`src/rtl/music_box_pkg.sv`:
```
// Shared definitions for the music box recording engine.
//   rec_state_t        recorder FSM encoding (3 bits, exported on debugString)
//   SDRAM_ADDR_W/DATA  SDRAM controller command widths
//   ST_MAKE_RECORDING  mainState value of the "make recording" UI state
//   slot_base()        clamped slot index times slot stride, 25-bit wrap
package music_box_pkg;

  localparam int SDRAM_ADDR_W = 25;
  localparam int SDRAM_DATA_W = 16;

  localparam logic [4:0] ST_MAKE_RECORDING = 5'd4;

  typedef enum logic [2:0] {
    IDLE   = 3'd0,
    ARM    = 3'd1,
    RECORD = 3'd2,
    DRAIN  = 3'd3,
    DONE   = 3'd4
  } rec_state_t;

  // Indices past the last slot land on the last slot rather than aliasing.
  function automatic logic [SDRAM_ADDR_W-1:0] slot_base(
    input int unsigned               idx,
    input int unsigned               count,
    input logic [SDRAM_ADDR_W-1:0]   stride
  );
    int unsigned clamped;
    clamped = (idx >= count) ? count - 1 : idx;
    return SDRAM_ADDR_W'(clamped) * stride;
  endfunction

endpackage

```
`src/rtl/recorder_sample_fifo.sv`:
```
// Small synchronous sample FIFO for the recorder.
//   clock_50Mhz, reset_n : clock, async active-low reset
//   flush                : empties the FIFO (wins over push/pop)
//   push, din            : write request and data; ignored when full unless popping
//   pop                  : read request; ignored when empty
//   dout                 : current head (valid while !empty)
//   full, empty          : occupancy flags
module recorder_sample_fifo #(
  parameter int WIDTH = 8,
  parameter int DEPTH = 8
) (
  input  logic             clock_50Mhz,
  input  logic             reset_n,
  input  logic             flush,
  input  logic             push,
  input  logic             pop,
  input  logic [WIDTH-1:0] din,
  output logic [WIDTH-1:0] dout,
  output logic             full,
  output logic             empty
);

  localparam int AW = $clog2(DEPTH);
  localparam int LW = AW + 1;

  logic [WIDTH-1:0] mem [DEPTH];
  logic [AW-1:0]    wr_ptr;
  logic [AW-1:0]    rd_ptr;
  logic [LW-1:0]    level;
  logic             do_push;
  logic             do_pop;

  assign empty   = (level == '0);
  assign full    = (level == LW'(DEPTH));
  assign do_pop  = pop && !empty && !flush;
  // A full FIFO may still accept when the head leaves in the same cycle.
  assign do_push = push && (!full || do_pop) && !flush;
  assign dout    = mem[rd_ptr];

  always_ff @(posedge clock_50Mhz) begin
    if (do_push) mem[wr_ptr] <= din;
  end

  always_ff @(posedge clock_50Mhz or negedge reset_n) begin
    if (!reset_n) begin
      wr_ptr <= '0;
      rd_ptr <= '0;
      level  <= '0;
    end else if (flush) begin
      wr_ptr <= '0;
      rd_ptr <= '0;
      level  <= '0;
    end else begin
      if (do_push) wr_ptr <= wr_ptr + AW'(1);
      if (do_pop)  rd_ptr <= rd_ptr + AW'(1);
      unique case ({do_push, do_pop})
        2'b10:   level <= level + LW'(1);
        2'b01:   level <= level - LW'(1);
        default: level <= level;
      endcase
    end
  end

endmodule

```
`src/rtl/music_box_recorder.sv`:
```
// Recording engine for the music box "make recording" UI state.
// Captures strobed samples into a FIFO and writes them to SDRAM through the
// shared controller handshake, one outstanding command at a time.
//   clock_50Mhz, reset_n      : clock, async active-low reset
//   mainState                 : UI state; ACTIVE_STATE enables the block
//   sample_strobe, sample_in  : sample-rate pulse and sample
//   slot_select               : recording slot, latched on entry to ARM
//   stop_request              : ends capture early
//   stateComplete             : recording finished and fully written
//   samples_written           : acknowledged SDRAM writes
//   overrun                   : sticky, a sample was dropped on a full FIFO
//   debugString               : {state, overrun, 4'b0, samples_written}
//   sdram_*                   : controller command outputs / status inputs
//
// state  | meaning
// IDLE   | waiting for mainState == ACTIVE_STATE
// ARM    | one cycle; slot base latched, counters/FIFO cleared on entry
// RECORD | accepting strobes, writer running
// DRAIN  | capture closed, writer empties the FIFO
// DONE   | all samples written, stateComplete high
module music_box_recorder
  import music_box_pkg::*;
#(
  parameter int                      SAMPLE_W     = 8,
  parameter int                      MAX_SAMPLES  = 220500,
  parameter int                      SLOT_COUNT   = 4,
  parameter logic [SDRAM_ADDR_W-1:0] SLOT_STRIDE  = 25'h080000,
  parameter int                      FIFO_DEPTH   = 8,
  parameter logic [4:0]              ACTIVE_STATE = ST_MAKE_RECORDING,
  localparam int                     CNT_W        = $clog2(MAX_SAMPLES + 1),
  localparam int                     SLOT_W       = (SLOT_COUNT > 1) ? $clog2(SLOT_COUNT) : 1
) (
  input  logic                    clock_50Mhz,
  input  logic                    reset_n,
  input  logic [4:0]              mainState,
  input  logic                    sample_strobe,
  input  logic [SAMPLE_W-1:0]     sample_in,
  input  logic [SLOT_W-1:0]       slot_select,
  input  logic                    stop_request,
  output logic                    stateComplete,
  output logic [CNT_W-1:0]        samples_written,
  output logic                    overrun,
  output logic [31:0]             debugString,
  output logic [SDRAM_ADDR_W-1:0] sdram_inputAddress,
  output logic [SDRAM_DATA_W-1:0] sdram_writeData,
  output logic                    sdram_isWriting,
  output logic                    sdram_inputValid,
  input  logic                    sdram_recievedCommand,
  input  logic                    sdram_isBusy
);

  rec_state_t              state, state_nxt;
  logic [SDRAM_ADDR_W-1:0] base_addr;
  logic [CNT_W-1:0]        capture_left;

  logic                    active;
  logic                    abort;
  logic                    arm_entry;
  logic                    writer_on;
  logic                    push_req;
  logic                    push_accept;
  logic                    ack;
  logic                    issue;

  logic                    fifo_flush;
  logic [SAMPLE_W-1:0]     fifo_head;
  logic                    fifo_full;
  logic                    fifo_empty;

  assign active     = (mainState == ACTIVE_STATE);
  assign abort      = (state != IDLE) && !active;
  assign arm_entry  = (state == IDLE) && active;
  assign writer_on  = active && ((state == RECORD) || (state == DRAIN));
  assign push_req   = active && (state == RECORD) && sample_strobe;
  assign ack        = writer_on && sdram_inputValid && sdram_recievedCommand;
  // The head pops on the accepting edge, so a full FIFO can still take a sample.
  assign push_accept = push_req && (!fifo_full || ack);
  assign issue      = writer_on && !sdram_inputValid && !fifo_empty && !sdram_isBusy;
  assign fifo_flush = arm_entry || abort;

  recorder_sample_fifo #(
    .WIDTH (SAMPLE_W),
    .DEPTH (FIFO_DEPTH)
  ) u_fifo (
    .clock_50Mhz (clock_50Mhz),
    .reset_n     (reset_n),
    .flush       (fifo_flush),
    .push        (push_accept),
    .pop         (ack),
    .din         (sample_in),
    .dout        (fifo_head),
    .full        (fifo_full),
    .empty       (fifo_empty)
  );

  always_comb begin
    state_nxt = state;
    if (abort) begin
      state_nxt = IDLE;
    end else begin
      unique case (state)
        IDLE:    if (active) state_nxt = ARM;
        ARM:     state_nxt = RECORD;
        RECORD:  if (stop_request || (push_accept && capture_left == CNT_W'(1)))
                   state_nxt = DRAIN;
        DRAIN:   if (fifo_empty && !sdram_inputValid) state_nxt = DONE;
        DONE:    state_nxt = DONE;
        default: state_nxt = IDLE;
      endcase
    end
  end

  always_ff @(posedge clock_50Mhz or negedge reset_n) begin
    if (!reset_n) begin
      state              <= IDLE;
      base_addr          <= '0;
      capture_left       <= '0;
      samples_written    <= '0;
      overrun            <= 1'b0;
      sdram_inputValid   <= 1'b0;
      sdram_isWriting    <= 1'b0;
      sdram_inputAddress <= '0;
      sdram_writeData    <= '0;
    end else begin
      state <= state_nxt;

      if (arm_entry) begin
        base_addr       <= slot_base(32'(slot_select), SLOT_COUNT, SLOT_STRIDE);
        capture_left    <= CNT_W'(MAX_SAMPLES);
        samples_written <= '0;
        overrun         <= 1'b0;
      end else begin
        if (push_accept)             capture_left    <= capture_left - CNT_W'(1);
        if (push_req && !push_accept) overrun        <= 1'b1;
        if (ack)                     samples_written <= samples_written + CNT_W'(1);
      end

      if (abort || ack) begin
        sdram_inputValid <= 1'b0;
        sdram_isWriting  <= 1'b0;
      end else if (issue) begin
        sdram_inputValid   <= 1'b1;
        sdram_isWriting    <= 1'b1;
        sdram_inputAddress <= base_addr + SDRAM_ADDR_W'(samples_written);
        sdram_writeData    <= SDRAM_DATA_W'(fifo_head);
      end
    end
  end

  assign stateComplete = (state == DONE);
  assign debugString   = {3'(state), overrun, 4'b0, 24'(samples_written)};

endmodule

```
`config.mk`:
```
export PLATFORM = sky130hd
export DESIGN_NAME = music_box_recorder
export DESIGN_NICKNAME = d
export VERILOG_FILES = /design/src/rtl/music_box_pkg.sv /design/src/rtl/recorder_sample_fifo.sv /design/src/rtl/music_box_recorder.sv
export SDC_FILE = /design/constraint.sdc
export NUM_CORES = 1
export LEC_CHECK = 0
export ABC_AREA = 0
export ABC_CLOCK_PERIOD_IN_PS = 7600
export CORE_UTILIZATION = 40
export CTS_CLUSTER_SIZE = 30
export DETAILED_ROUTE_END_ITERATION = 6
export PLACE_DENSITY_LB_ADDON = 0.12
export REMOVE_ABC_BUFFERS = 1
export SLEW_MARGIN = 20
export SYNTH_ARGS = -nofsm -noshare
export SYNTH_HDL_FRONTEND = slang
export SYNTH_SLANG_ARGS = --single-unit
```
`constraint.sdc`:
```
create_clock -name clock_50Mhz -period 7.6 [get_ports clock_50Mhz]
set_clock_uncertainty 0.05 [all_clocks]
set_input_delay 0.76 -clock clock_50Mhz [delete_from_list [all_inputs] [get_ports clock_50Mhz]]
set_output_delay 0.76 -clock clock_50Mhz [all_outputs]
set_load 0.02 [all_outputs]
```
### Congestion heat map, run 1

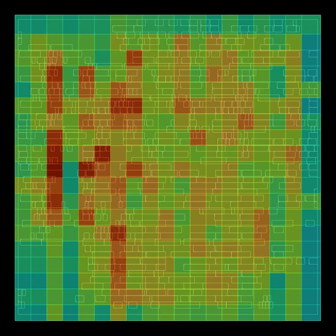
met2 Usage GRT: 27.1%
met3 Use GR: 3.37%
met1 Use GR: 20.5%
WL/cell: 16.2 um
gr usage total: 16.3%

### Where the registers sit, run 1

Scale: 4 px per um. Other sequential cells in the stronger gray, the rest of the logic in the fainter gray.
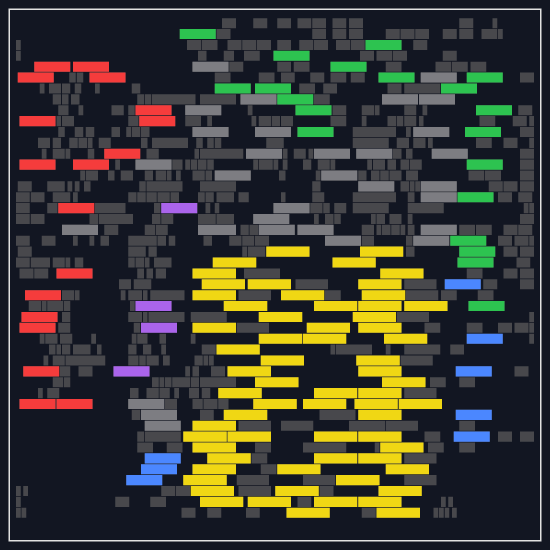
Key: `sdram_inputAddress` = green [flops 20]; `u_fifo.level` = purple [flops 4, where middle left]; `capture_left` = red [flops 18]; `u_fifo.mem` = yellow [flops 64]; `sdram_writeData` = blue [flops 8]

==> impl_metrics.yaml, run 1 <==
# synthesis and place-and-route metrics
run_status:
  outcome: "finished, final reports clean"
worst_setup_path:
  critical_path.max_fanout: 19
  path_cells: "clkdlybuf4s50_1 -> or4b_4 -> nor2_2 -> inv_1 -> ha_1 -> and3_1 -> ha_1 -> a21oi_1 -> and2_1 -> nand3_1 -> and3_1 -> o31a_1"
  critPathLaunchType: "primary input"
  cpLargestDelayFamily: "simple AND/OR/NAND/NOR gates"
  critPathRequiredTime_ps: 7850
  critPathCapture: "u_fifo.level[3]"
cts:
  root_buffer: "clkbuf_16"
  htreeDepth: 4
  ctsHoldBuffers: 0
final_layout:
  fin_nets: 618
  fill_cells: 1426
synth:
  ys_async_sr_fraction_pct: 55.9
  yosysUniqueCellTypes: 53
  fa_ha_area_share_pct: 2.13
  ys_area_um2: 6810
drt:
  dr.pass1.iters: 4
  dr.max_layer_used: "met4"
  routed_wl_um: 13300
floorplan:
  initCoreUtil_pct: 41.1
worst_hold_path:
  hold_class: "primary input to asynchronous set/reset pin"
pwr:
  swShare_pct: 25.0
final_timing:
  finalWorstSetupSlack_ps: 3410
global_route:
  grt.busiest_layer: "met2"
placement:
  gp_congestion: 0.757
### M2 wires, run 1

Scale: 2 px per um. Cells faint in the background.
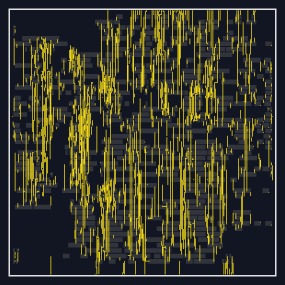
541 nets have wire on it. The layer carries 6660 um of wire. The longest straight run is 61.2 um. The layer holds 50% of the routed length. The wires run mostly vertical.

-- run 1: placed cells by master (no fill, tap or decap), types with 3 or more instances in the layout --
cell	netlist	final
and4_1	3	3
edfxtp_1	64	64
mux2_2	39	39
a21oi_1	6	6
mux2i_1	4	4
nand4_1	16	16
inv_1	4	4
nor3_1	12	7
nand2_1	26	26
and3_1	7	7
bufinv_16	0	5
and2_1	9	9
nor2_1	35	35
o21ai_0	9	9
nand4b_1	4	4
xnor2_1	5	5
ha_1	10	10
or3_1	7	7
clkinv_1	1	5
buf_4	46	5
conb_1	1	23
nor2b_1	5	5
mux4_2	16	16
clkdlybuf4s50_1	0	91
nand2b_1	3	3
nor3_2	0	5
xor2_1	28	28
clkbuf_16	0	17
or4_1	3	3
nor4_1	3	3
nand3_1	20	20
dfrtp_1	81	80
-- run 1: through the flow --
| step | area (um2) | std cells | util [%] | total power, mW |
|---|---|---|---|---|
| floorplan | 6470 | 470 | - | 1.12 |
| global placement | 7710 | 787 | 46.5 | 1.20 |
| detailed placement | 7710 | 787 | 46.5 | 1.22 |
| CTS | 8340 | 819 | 50.3 | 2.10 |
| global route | 8360 | 819 | 50.4 | 2.17 |
| finish | 8360 | 819 | 50.4 | 2.08 |
-- run 1: area by class of cell --
| class | instances | area, um2 | area share, % |
|---|---|---|---|
| repair buffers | 97 | 960 | 11.5 |
| well taps | 220 | 275 | 3.29 |
| inverters | 5 | 18.8 | 0.225 |
| multi-input cells | 320 | 2530 | 30.3 |
| flip-flops and latches | 145 | 3950 | 47.3 |
| clock inverters | 13 | 191 | 2.29 |
| clock buffers | 19 | 433 | 5.18 |
-- run 1: logic make-up after synthesis --
logic type               after synthesis
flip-flops                           145
AND/OR/NAND/NOR                      171
buffers and inverters                 68
adder cells (fa/ha/maj)               11
XOR/XNOR                              33
AND-OR/OR-AND                         23
other                                  1
multiplexers                          59
-- run 1: Yosys cell counts (4+ instances only) --
library cell  number  area (um2)
buf_2              5        25.0
xor2_1            28         245
nand2_1           26        97.6
o21ai_0            9        45.0
xnor2_1            5        43.8
mux2i_1            4        40.0
nand4b_1           4        35.0
mux4_2            16         360
and3_1             7        43.8
ha_1              10         125
a21oi_1            6        30.0
dfrtp_1           81        2030
clkbuf_1           8        30.0
nor2b_1            5        31.3
nor2_1            35         131
inv_1              4        15.0
mux2_2            39         439
nand4_1           16         100
buf_4             46         345
nand3_1           20         100
or3_1              7        43.8
nor3_1            12        60.1
and2_1             9        56.3
edfxtp_1          64        1920
-- run 1: power groups by stage --
stage / combinational, mW / sequential, mW / clock (mW)
4_1_cts: 0.279 / 0.926 / 0.898
6_report: 0.276 / 0.926 / 0.880
3_3_place_gp: 0.267 / 0.938 / 0
5_1_grt: 0.306 / 0.935 / 0.934
3_5_place_dp: 0.276 / 0.940 / 0
2_1_floorplan: 0.183 / 0.934 / 0
-- run 1: registers in the layout, indices dropped and copies added, names as in the netlist --
name	flops
u_fifo.level	4
u_fifo.wr_ptr	3
sdram_inputAddress	20
overrun	1
state	3
capture_left	18
sdram_writeData	8
u_fifo.rd_ptr	3
samples_written	18
sdram_inputValid	1
u_fifo.mem	64
base_addr	2
### Logic cells by family, run 1

Scale: 4 px per um.
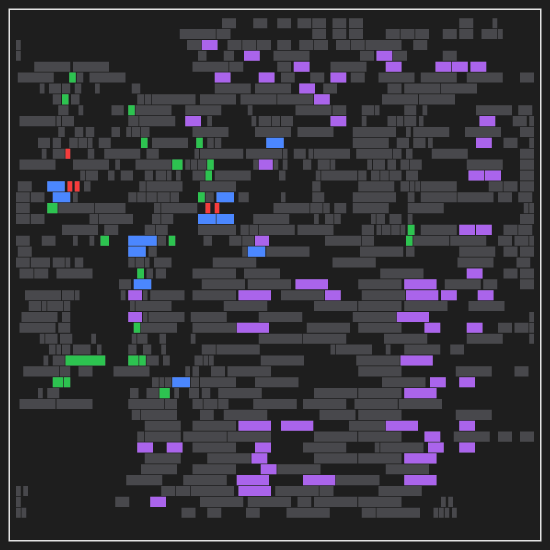

==> run 1 -> run 2 <==
--- a/config.mk
+++ b/config.mk
@@ -6,7 +6,7 @@
 export NUM_CORES = 1
 export LEC_CHECK = 0
 export ABC_AREA = 0
-export ABC_CLOCK_PERIOD_IN_PS = 7600
+export ABC_CLOCK_PERIOD_IN_PS = 4330
 export CORE_UTILIZATION = 40
 export CTS_CLUSTER_SIZE = 30
 export DETAILED_ROUTE_END_ITERATION = 6
==> constraint.sdc (replaced) <==
create_clock -name clock_50Mhz -period 4.33 [get_ports clock_50Mhz]
set_clock_uncertainty 0.05 [all_clocks]
set_input_delay 0.433 -clock clock_50Mhz [delete_from_list [all_inputs] [get_ports clock_50Mhz]]
set_output_delay 0.433 -clock clock_50Mhz [all_outputs]
set_load 0.02 [all_outputs]
### Logic cells by family, run 2

Scale: 4 px per um.
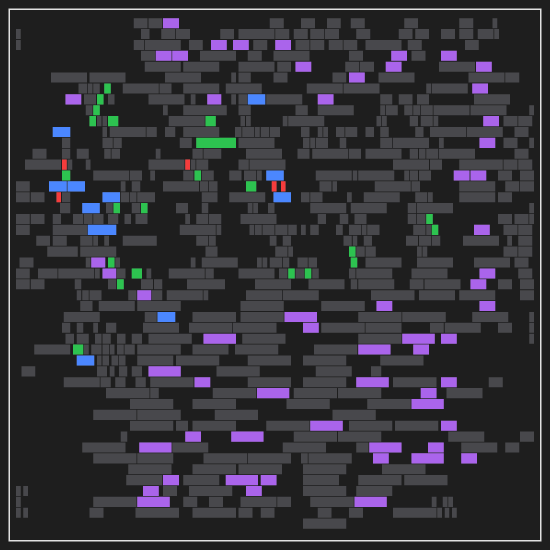
Key: inverting AOI/OAI gates = green [cells 22, most used o21ai_0]; multiplexers = purple [cells 59, most used mux2_2, where widely spread]; adder and majority cells = blue [cells 11, most used ha_1]; inverters = red [cells 5, most used inv_1]

### Congestion heat map, run 2

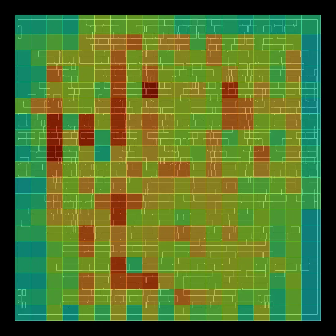
WL/cell: 16.8 um
met2 Usage GRT: 26.5%
Post-Route Utilization: 50.9%
GRT busiest layer: met2
gr usage total: 17.2%

==> run 2 against run 1 <==
Net effect:
- clock-buffer cell count decreased by 2
- critical path depth decreased by 3
- synthesized cell count did not move
- hold slack worse by 330 ps
- cell count up 1.5%
- register-to-register slack got worse by 3200 ps
- combinational power grew about 80%
- routed wire length rose by 5.0%
- largest cell class unchanged
- largest power group unchanged
==> impl_metrics.yaml, run 2 <==
# synthesis and place-and-route metrics
drt:
  dr.pass1.iters: 4
  routed_wl_um: 14000
  drt-initial-drc-count: 243
synth:
  yosysTopAreaCellShare_pct: 29.8
  yosysTopAreaCell: "dfrtp_1"
  ys_seq_share_pct: 58.0
  ys_async_sr_fraction_pct: 55.9
  yosysMostFrequentCell: "dfrtp_1"
  ys_area_um2: 6810
  synth.top_cells.by_count: "dfrtp_1, edfxtp_1, buf_4, mux2_2, nor2_1"
  edf_count: 64
  fa_ha_area_share_pct: 2.13
  yosysUniqueCellTypes: 53
worst_setup_path:
  cpLargestDelayFamily: "simple AND/OR/NAND/NOR gates"
  crit_arrival_ps: 3370
  critical_path.max_fanout: 8
  critPathLaunchType: "flip-flop"
  critPathRequiredTime_ps: 4590
  path_cells: "nand4b_1 -> nor4b_4 -> and3_1 -> ha_1 -> a21oi_1 -> and2_1 -> nand3_1 -> and3_1 -> o31a_1"
final_layout:
  fin_nets: 630
  largest_register: "u_fifo.mem"
  final_layout_top_logic_cells: "clkdlybuf4s50_1, dfrtp_1, edfxtp_1, mux2_2, nor2_1"
  register_area_um2: 3950
  reg_top3: "u_fifo.mem: 64 flops, sdram_inputAddress: 20 flops"
  fill_cells: 1423
  largest_register_ffs: 64
cts:
  ctsLongestPathBuffers: 2
  root_buffer: "clkbuf_16"
  htreeDepth: 4
  clkTransAtPathRegs_ps: 60
  ctsHoldBuffers: 0
pwr:
  total_power_mw: 3.68
placement:
  gp_congestion: 0.725
  hpwl_um: 9360
run_status:
  outcome: "finished, final reports clean"
floorplan:
  initCoreUtil_pct: 41.1
==> run 2: cell counts after synthesis <==
No cell type changed its count.
==> run 2: where the power goes <==
part           switching [mW]  internal (mW)  total, mW  leakage [nW]
clock                   0.588          0.970       1.56         0.308
sequential              0.101           1.52       1.62          1.67
combinational           0.285          0.211      0.496          1.38
total                   0.975           2.70       3.68          3.37
==> run 2: final timing paths <==
check,startpoint,endpoint,slack (ps)
setup reg to reg,state[2],u_fifo.level[3],1220
max in group asynchronous,reset_n,u_fifo.rd_ptr[0],3670
min in group clock_50Mhz,sdram_inputAddress[10],sdram_inputAddress[10],450
setup / recovery,state[2],u_fifo.level[3],1220
hold / removal,reset_n,sdram_inputAddress[10],20
hold reg to reg,sdram_inputAddress[10],sdram_inputAddress[10],450
==> run 2: layer usage <==
| layer | up-vias | GRT usage [%] | share of wire (%) |
|---|---|---|---|
| li1 | 1969 | - | - |
| met1 | 2145 | 23.3 | 47 |
| met2 | 112 | 26.5 | 48 |
| met3 | 12 | 4.02 | 3.8 |
| met4 | 0 | 7.15 | 1.5 |
| met5 | - | 0 | 0 |
==> run 2: kinds of logic (layout without fill, tap and decap cells) <==
group	Yosys count	in the layout
adders and majority gates	11	11
muxes	59	59
xor gates and xnor gates	33	33
and+or+nand+nor	171	171
DFF	145	145
other	1	23
AOI/OAI and AO/OA	23	23
buffers and inverters	68	146
==> run 2: final cells by class <==
type | instances | area share (%)
inverter | 5 | 0.222
clock inverter | 15 | 2.46
clock buffer | 17 | 5.04
sequential | 145 | 46.8
multi-input combinational | 320 | 29.7
timing repair buffer | 109 | 12.4
tap | 220 | 3.26
==> run 2: metrics by stage <==
| stage | cells | util, % | area (um2) | hold WS [ps] | worst slack [ps] |
|---|---|---|---|---|---|
| 2_1_floorplan | 470 | - | 6470 | 87.4 | 679 |
| 3_3_place_gp | 799 | 47.0 | 7800 | 433 | 858 |
| 3_5_place_dp | 799 | 47.0 | 7800 | 444 | 801 |
| 4_1_cts | 831 | 50.8 | 8430 | 192 | 1240 |
| 5_1_grt | 831 | 50.9 | 8440 | 74.5 | 1000 |
| 6_report | 831 | 50.9 | 8440 | 19.6 | 1220 |
### M2 wires, run 2

Scale: 2 px per um. Cells faint in the background.
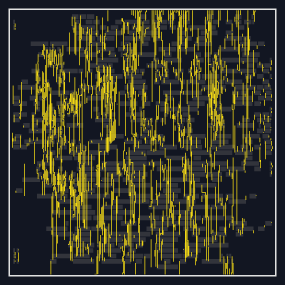

==> run 2 -> run 3 <==
--- a/config.mk
+++ b/config.mk
@@ -6,7 +6,7 @@
 export NUM_CORES = 1
 export LEC_CHECK = 0
 export ABC_AREA = 0
-export ABC_CLOCK_PERIOD_IN_PS = 4330
+export ABC_CLOCK_PERIOD_IN_PS = 2500
 export CORE_UTILIZATION = 40
 export CTS_CLUSTER_SIZE = 30
 export DETAILED_ROUTE_END_ITERATION = 6
==> constraint.sdc (replaced) <==
create_clock -name clock_50Mhz -period 2.5 [get_ports clock_50Mhz]
set_clock_uncertainty 0.05 [all_clocks]
set_input_delay 0.25 -clock clock_50Mhz [delete_from_list [all_inputs] [get_ports clock_50Mhz]]
set_output_delay 0.25 -clock clock_50Mhz [all_outputs]
set_load 0.02 [all_outputs]
### M2 wires, run 3

Scale: 2 px per um. Cells faint in the background.
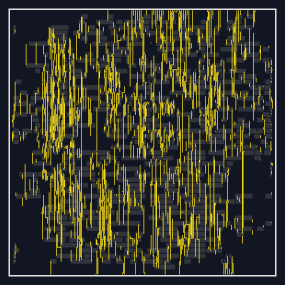
The wires run mostly vertical. The layer holds 49% of the routed length. The longest straight run is 93.8 um.

==> run 3 against run 2 <==
Net effect:
- the run now ends with setup timing left
- via count rose by 2.1%
- total power is 72% higher
- sequential cell count is the same
- clock power up 58%
- maximum frequency up 24%
- cell area grew 4.4%
- setup slack got worse by 1200 ps
- global-route usage about the same
- sequential share of layout area is 2.0 points lower
- die size did not move
- critical endpoint is now u_fifo.mem[1][4]
- largest cell class unchanged
==> impl_metrics.yaml, run 3 <==
# synthesis and place-and-route metrics
synth:
  edf_count: 64
  synth.top_cells.by_count: "dfrtp_1, edfxtp_1, buf_4, mux2_2, nor2_1"
  ys_async_sr_fraction_pct: 55.9
  ys_seq_share_pct: 58.0
cts:
  ctsLongestPathBuffers: 2
final_layout:
  largest_register_ffs: 64
  final_layout_top_logic_cells: "clkdlybuf4s50_1, dfrtp_1, edfxtp_1, buf_4, mux2_2"
  fill_cells: 1423
  fin_nets: 668
  stdcell_count: 869
run_status:
  violations: "setup timing"
  outcome: "finished, violations left"
worst_setup_path:
  path_cells: "or3_4 -> ha_4 -> buf_6 -> nand3_1 -> nand2_1 -> nand2_1 -> nor4_2 -> buf_4"
  crit_arrival_ps: 2590
  timing.rr.start: "state[2]"
  critPathRequiredTime_ps: 2570
  critPathCapture: "u_fifo.mem[1][4]"
  critPathLaunchType: "flip-flop"
final_timing:
  setup_viol: 8
  finalWorstSetupSlack_ps: -17.1
global_route:
  track_usage_pct: 17.2
  grtUsageMet3_pct: 4.06
  met2_usage_pct: 27.2
placement:
  hpwl_um: 9450
drt:
  drt-initial-drc-count: 303
### A small window of the routed layout, run 3

Window x 46 to 86, y 73 to 113 um. Cells in gray, sequential cells in the stronger gray; small squares are vias.
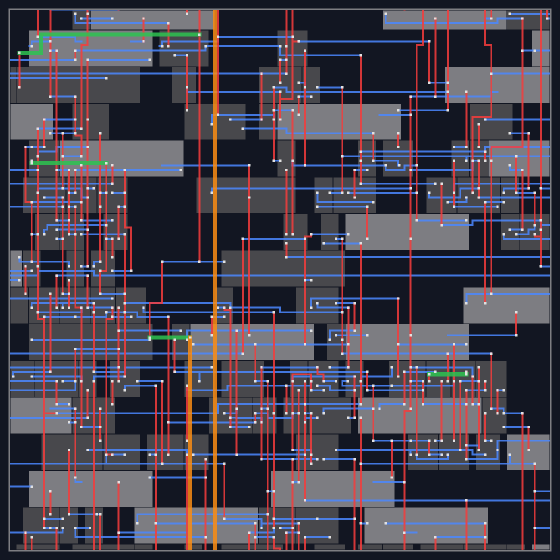
Key: metal 4 = orange; metal 1 = blue; metal 3 = green; metal 2 = red
95 logic cells have their middle in the window. Sequential cells in the window: 16. Netlist names of flops here include `capture_left` (10), `samples_written` (5). Most frequent: dfrtp_1 (16), nor2_1 (12), xor2_1 (10).

[run 3: cell counts after synthesis]
Identical to the previous run, type by type.
[run 3: timing repair]
action | in CTS | in global routing
setup buffers | 4 | 0
pin swaps | 10 | 7
cloned | 0 | 0
gates resized | 15 | 10
setup endpoints to repair | 71 | 60
hold buffers | 1 | 0
hold endpoints to repair | 46 | 0
[run 3: cell type report]
type | instances | area (um2) | area share (%)
flip-flops and latches | 145 | 3950 | 44.8
multi-input cells | 320 | 2600 | 29.5
repair buffers | 147 | 1390 | 15.8
clock buffers | 19 | 433 | 4.91
well taps | 220 | 275 | 3.12
clock inverters | 13 | 144 | 1.63
inverters | 5 | 18.8 | 0.213
[run 3: layer usage]
layer  vias to the layer above  wire, um
met1                      2178      6590
met5                         -         0
met3                         9       451
li1                       2043         -
met2                        96      6900
met4                         0       144
[run 3: report_power, final]
part	switching (mW)	leakage (nW)	internal, mW	total [mW]
Combinational	0.566	1.60	0.502	1.07
Clock	0.918	0.287	1.55	2.47
Sequential	0.139	1.68	2.64	2.78
Total	1.62	3.56	4.69	6.31
[run 3: metrics by stage]
step	instance area (um2)	TNS, ps
after global routing	8810	-3220
after CTS	8760	0
after detailed placement	8100	-51250
final	8810	-130
after floorplan	6470	-63590
after global placement	8100	-45310
[run 3: how the worst min path moves through the flow]
stage / from / endpoint / cells after the start
after floorplan: reset_n / base_addr[19] / 0
after global placement: reset_n / sdram_inputAddress[19] / 1
after detailed placement: reset_n / sdram_inputAddress[11] / 1
after CTS: reset_n / sdram_inputAddress[9] / 2
after global routing: reset_n / sdram_inputAddress[19] / 2
final: reset_n / sdram_inputAddress[19] / 2
[run 3: kinds of logic (layout without fill, tap and decap cells)]
logic type	Yosys count	in the layout	synth area share (%)
flip-flops	145	145	58.0
AND/OR/NAND/NOR	171	171	14.5
buffers and inverters	68	184	6.48
multiplexers	59	59	12.3
XOR/XNOR	33	33	4.24
adder cells (fa/ha/maj)	11	11	2.13
AND-OR/OR-AND	23	23	2.28
other	1	23	0.0551
Power figures rest on the tool's default switching activity, not on a simulated workload.
